### src/rtl/rv_inst_pkg.sv
// Shared RV32M operation encoding and constants.
// Used by the iterative multiply/divide unit.
package rv_inst;

    typedef enum logic [3:0] {
        RV_MUL       = 4'd0,
        RV_MULH      = 4'd1,
        RV_MULHSU    = 4'd2,
        RV_MULHU     = 4'd3,
        RV_DIV       = 4'd4,
        RV_DIVU      = 4'd5,
        RV_REM       = 4'd6,
        RV_REMU      = 4'd7,
        RV_32M_UNDEF = 4'd8
    } rv_inst_32m;

    localparam logic [31:0] RV_DIV_ZERO_QUOTIENT = 32'hFFFF_FFFF;
    localparam logic [31:0] RV_INT32_MIN         = 32'h8000_0000;

    function automatic logic [31:0] rv_mag(input logic [31:0] x,
                                           input logic        sgn);
        return (sgn && x[31]) ? -x : x;
    endfunction

endpackage

### src/rtl/rv_muldiv_step.sv
// One radix-2 iteration: shift-add multiply or restoring
// shift-subtract divide on a {hi,lo} accumulator pair.
module rv_muldiv_step (
    input  logic        is_div,
    input  logic [31:0] hi,
    input  logic [31:0] lo,
    input  logic [31:0] b,
    output logic [31:0] hi_nxt,
    output logic [31:0] lo_nxt
);

    logic [32:0] sum;
    logic [32:0] shl;
    logic        ge;

    always_comb begin
        sum = {1'b0, hi} + (lo[0] ? {1'b0, b} : 33'd0);
        shl = {hi, lo[31]};
        ge  = shl >= {1'b0, b};
        if (is_div) begin
            hi_nxt = ge ? 32'(shl - {1'b0, b}) : shl[31:0];
            lo_nxt = {lo[30:0], ge};
        end else begin
            hi_nxt = sum[32:1];
            lo_nxt = {sum[0], lo[31:1]};
        end
    end

endmodule

### src/rtl/rv_muldiv_seq.sv
// Sequential RV32M multiply/divide unit with valid/ready handshakes.
// Define RV_MULDIV_FAST_MUL_EN for a single-cycle multiplier.
module rv_muldiv_seq
    import rv_inst::*;
#(
    parameter int TAG_WIDTH = 5
) (
    input  logic                 clk,
    input  logic                 rst_n,
    input  logic                 flush,
    input  logic                 in_valid,
    output logic                 in_ready,
    input  rv_inst_32m           in_op,
    input  logic [31:0]          in_rs1,
    input  logic [31:0]          in_rs2,
    input  logic [TAG_WIDTH-1:0] in_tag,
    output logic                 out_valid,
    input  logic                 out_ready,
    output logic [31:0]          out_result,
    output logic [TAG_WIDTH-1:0] out_tag,
    output logic                 out_illegal,
    output logic                 busy
);

    typedef enum logic [1:0] {
        S_IDLE, S_MUL, S_DIV, S_DONE
    } state_t;

    state_t      state, state_n, entry;
    logic [5:0]  cnt;
    rv_inst_32m  op_q;
    logic        neg_q, rneg_q;
    logic [31:0] hi, lo, b_q;
    logic [31:0] hi_nxt, lo_nxt;
    logic [31:0] a_mag, b_mag, imm_res, fin_res;
    logic [63:0] prod;
    logic        s1, s2, in_mul, in_div, is_rem, ill;
    logic        div_zero, div_ovf, imm;
    logic        accept, last, iter;

    assign in_ready  = !flush && (state == S_IDLE ||
                       (state == S_DONE && out_ready));
    assign accept    = in_valid && in_ready;
    assign out_valid = state == S_DONE;
    assign busy      = state != S_IDLE;
    assign last      = cnt == 6'd31;
    assign iter      = !flush && (state == S_MUL || state == S_DIV);

    always_comb begin
        s1 = in_op inside {RV_MUL, RV_MULH, RV_MULHSU,
                           RV_DIV, RV_REM};
        s2 = in_op inside {RV_MUL, RV_MULH, RV_DIV, RV_REM};
        in_mul = in_op inside {RV_MUL, RV_MULH, RV_MULHSU, RV_MULHU};
        in_div = in_op inside {RV_DIV, RV_DIVU, RV_REM, RV_REMU};
        is_rem = in_op inside {RV_REM, RV_REMU};
        ill    = !in_mul && !in_div;
        div_zero = in_rs2 == 32'd0;
        div_ovf  = s1 && in_rs1 == RV_INT32_MIN && in_rs2 == '1;
        a_mag    = rv_mag(in_rs1, s1);
        b_mag    = rv_mag(in_rs2, s2);
    end

`ifdef RV_MULDIV_FAST_MUL_EN
    logic [63:0] fprod;
    assign fprod = {{32{s1 & in_rs1[31]}}, in_rs1} *
                   {{32{s2 & in_rs2[31]}}, in_rs2};
`endif

    // Operations that resolve without iterating go straight to DONE.
    always_comb begin
        imm     = 1'b1;
        imm_res = '0;
        unique case (1'b1)
            in_mul: begin
`ifdef RV_MULDIV_FAST_MUL_EN
                imm_res = (in_op == RV_MUL) ? fprod[31:0] : fprod[63:32];
`else
                imm = 1'b0;
`endif
            end
            in_div && div_zero:
                imm_res = is_rem ? in_rs1 : RV_DIV_ZERO_QUOTIENT;
            in_div && div_ovf:
                imm_res = is_rem ? 32'd0 : RV_INT32_MIN;
            in_div && !div_zero && !div_ovf:
                imm = 1'b0;
            default: imm_res = '0;
        endcase
        entry = imm ? S_DONE : (in_mul ? S_MUL : S_DIV);
    end

    rv_muldiv_step u_step (
        .is_div (state == S_DIV),
        .hi     (hi),
        .lo     (lo),
        .b      (b_q),
        .hi_nxt (hi_nxt),
        .lo_nxt (lo_nxt)
    );

    always_comb begin
        prod    = neg_q ? -{hi_nxt, lo_nxt} : {hi_nxt, lo_nxt};
        fin_res = '0;
        unique case (op_q)
            RV_MUL:                       fin_res = prod[31:0];
            RV_MULH, RV_MULHSU, RV_MULHU: fin_res = prod[63:32];
            RV_DIV, RV_DIVU:  fin_res = neg_q ? -lo_nxt : lo_nxt;
            RV_REM, RV_REMU:  fin_res = rneg_q ? -hi_nxt : hi_nxt;
            default:          fin_res = '0;
        endcase
    end

    always_comb begin
        state_n = state;
        unique case (state)
            S_IDLE: if (accept) state_n = entry;
            S_MUL, S_DIV: if (last) state_n = S_DONE;
            S_DONE: if (out_ready) state_n = accept ? entry : S_IDLE;
            default: state_n = S_IDLE;
        endcase
        if (flush) state_n = S_IDLE;
    end

    always_ff @(posedge clk or negedge rst_n) begin
        if (!rst_n) state <= S_IDLE;
        else        state <= state_n;
    end

    always_ff @(posedge clk or negedge rst_n) begin
        if (!rst_n) begin
            cnt         <= '0;
            op_q        <= RV_MUL;
            neg_q       <= 1'b0;
            rneg_q      <= 1'b0;
            hi          <= '0;
            lo          <= '0;
            b_q         <= '0;
            out_result  <= '0;
            out_tag     <= '0;
            out_illegal <= 1'b0;
        end else if (accept) begin
            cnt         <= '0;
            op_q        <= in_op;
            out_tag     <= in_tag;
            out_illegal <= ill;
            neg_q       <= (s1 & in_rs1[31]) ^ (s2 & in_rs2[31]);
            rneg_q      <= s1 & in_rs1[31];
            hi          <= '0;
            lo          <= in_mul ? b_mag : a_mag;
            b_q         <= in_mul ? a_mag : b_mag;
            if (imm) out_result <= imm_res;
        end else if (iter) begin
            hi  <= hi_nxt;
            lo  <= lo_nxt;
            cnt <= cnt + 6'd1;
            if (last) out_result <= fin_res;
        end
    end

endmodule

### config.mk
export PLATFORM = sky130hd
export DESIGN_NAME = rv_muldiv_seq
export DESIGN_NICKNAME = d
export VERILOG_FILES = /design/src/rtl/rv_inst_pkg.sv /design/src/rtl/rv_muldiv_step.sv /design/src/rtl/rv_muldiv_seq.sv
export SDC_FILE = /design/constraint.sdc
export NUM_CORES = 1
export LEC_CHECK = 0
export CORE_MARGIN = 4
export CORE_UTILIZATION = 60
export DETAILED_ROUTE_END_ITERATION = 8
export GPL_TIMING_DRIVEN = 1
export PLACE_DENSITY_LB_ADDON = 0.08
export SYNTH_ARGS = -nofsm -noshare
export SYNTH_HDL_FRONTEND = slang
export SYNTH_HIERARCHICAL = 1
export SYNTH_SLANG_ARGS = --single-unit
### constraint.sdc
create_clock -name clk -period 6.3 [get_ports clk]
set_input_delay 0.63 -clock clk [delete_from_list [all_inputs] [get_ports clk]]
set_output_delay 0.63 -clock clk [all_outputs]
set_load 0.005 [all_outputs]
**Signal wires on met1**

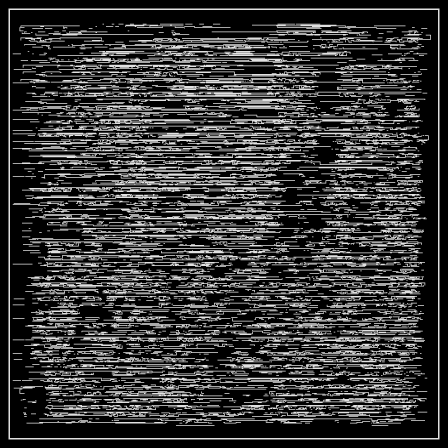
nets with wire on the layer: 2,230
longest straight run: 52.4 µm

**The metal 2 layer**

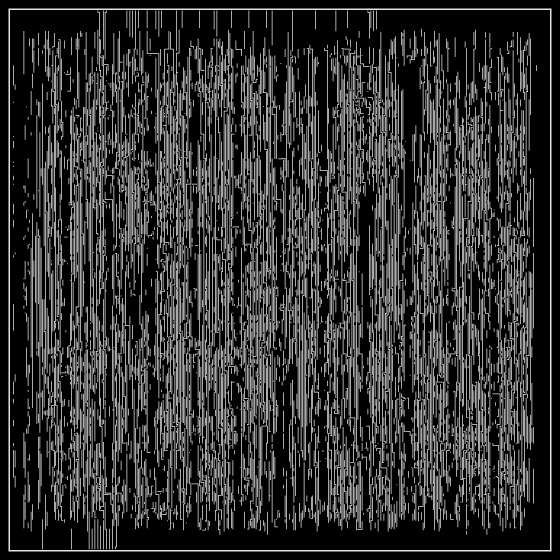
nets with wire on the layer: 1,992
wire length on this layer: 27.7 mm
vias: 18,112
final WL: 64.8 mm
M2 GR Usage: 65.7%

==> metrics.cfg <==
[yosys]
syn_inst=2166
ys_sh_xor_pct=10.5
ys_sh_simple_pct=25.0
yosysMostFrequentCell=nand2_1
enable_flop_cells=0
common_cells=nand2_1 (367), a21oi_1 (203), nor2_1 (168)
synthAoiAreaFrac_pct=25.5
area_leaders=dfrtp_1 (23%), nand2_1 (8.6%), a21oi_1 (6.4%)
synth_seq_share_pct=23.2
syn_area_per_cell_um2=7.37
topCombFamilyByArea=AND-OR/OR-AND gates

[final_layout]
sh_comb_area_pct=63.5
antenna_cells=1
post-route-util_pct=69.1
drive_above_1_share_pct=7.61
comb_cells=1810
regArea_um2=3700
sh_seq_area_pct=20.5
fillers=2188
area_growth_pct=13.2
layout_top_cells=nand2_1 (365), a21oi_1 (203), nor2_1 (167)
design_area_um2=18100
buffer_area_share_pct=8.75

[status]
status=finished, violations left
failed_checks=DRC

[grt]
grt_max_degree=94
grt_pass1_vias=16701
use_met1_pct=57.0
gr-max-usage-layer=met2
grt_usage_pct=43.3
met3_usage_pct=13.4

[worst_setup_path]
slowest_delay_ns=0.62
crit_buf_inv=3
critPathCaptureType=flop
path_class=flop to flop
rrSetupSlack_ns=0.35
crit_family=AND-OR/OR-AND gates
cp-startpoint=b_q[1]$_DFFE_PN0N_
worst_setup_path_start_kind=flop
cp.arrival_ns=6.27
crit_chain=inv_1 > ha_1 > nor2b_1 > o31ai_1 > a21oi_2 > o2111ai_1 > a21boi_2 > o21ai_4 > a21oi_1 > inv_1 > ha_1 > or4b_1 > or3_1 > or3_1 > buf_4 > o41ai_1 > xnor2_1 > a222oi_1 > o21ai_1
r2r-end=out_result[26]$_DFFE_PN0P_

[die]
dieArea_um2=29300
num_rows=59
die_height_um=171
die_w_um=171

[placement]
dp.cells=2537
io_buffers=118

[cts]
post_cts.repair.setup_buffers=0
cts_tree=built
clk_latency_ns=0.44
clk_pin_slew_worst_paths_ns=0.07
htree_levels=4
cts-root-buf=clkbuf_16
cts_max_path_buffers=2

[final_timing]
setup_slack_ns=0.348
drv_slew=0
slew_headroom_pct=12.3
hold_viol_final=0
whs_ns=0.243
fin_crit_sh_pct=94.5
fin_skew_ns=0.0168

[drt]
routedWlPerCell_um=25.2
drc=1
dr.pass1.iters=9

[power]
powerDensity_nw_per_um2=683

[flow_run]
maxCapViolations=0
tool_warnings=30

[min_path]
hold_path_class=primary input to async pin

**Signal wires on met3**

Scale bar: 50 µm.
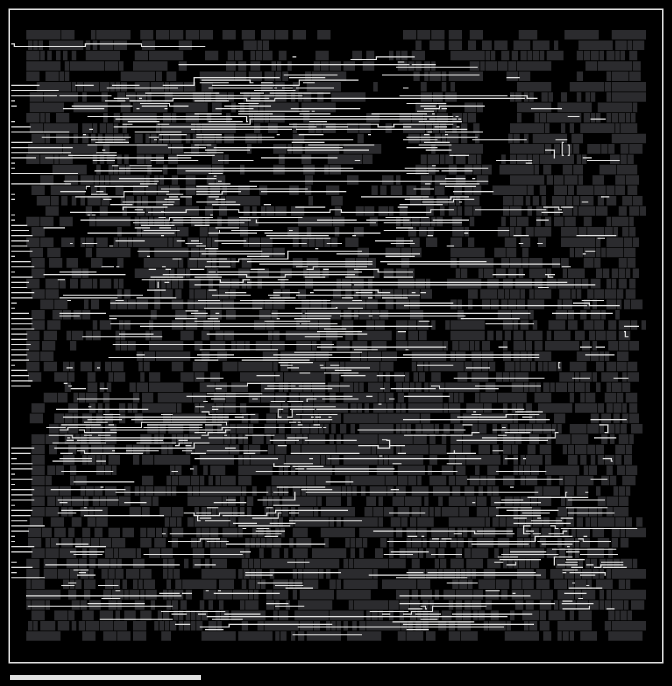
main direction: horizontal
longest straight run: 113 µm
share of all routed wire: 14%
wire length on this layer: 8,800 µm
nets with wire on the layer: 509

**The metal 4 layer**

Scale bar: 50 µm.
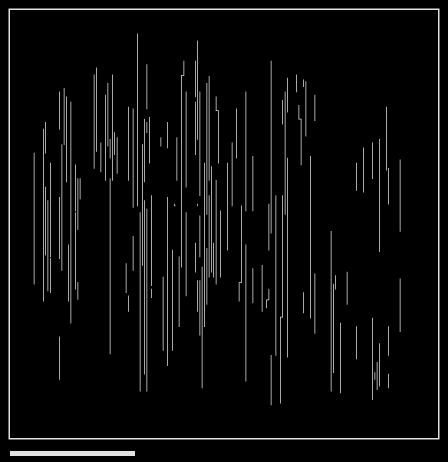
share of all routed wire: 5.6%
nets with wire on the layer: 106
longest straight run: 88.4 µm
main direction: vertical

[power breakdown]
group / internal (mW) / leakage [nW] / switching, mW
sequential: 1.38 / 1.85 / 0.527
combinational: 3.43 / 5.38 / 5.88
clock: 0.632 / 0.289 / 0.487
[worst max path at each step]
stage / end / slack, ns / cells past startpoint
after floorplan: out_result[25]$_DFFE_PN0P_ / 1.24 / 20
after global placement: out_result[13]$_DFFE_PN0P_ / 0.66 / 19
after detailed placement: out_result[26]$_DFFE_PN0P_ / 0.52 / 19
after CTS: out_result[26]$_DFFE_PN0P_ / 0.46 / 19
after global routing: out_result[26]$_DFFE_PN0P_ / 0.02 / 18
final: out_result[26]$_DFFE_PN0P_ / 0.35 / 19
Power figures rest on the tool's default switching activity, not on a simulated workload.
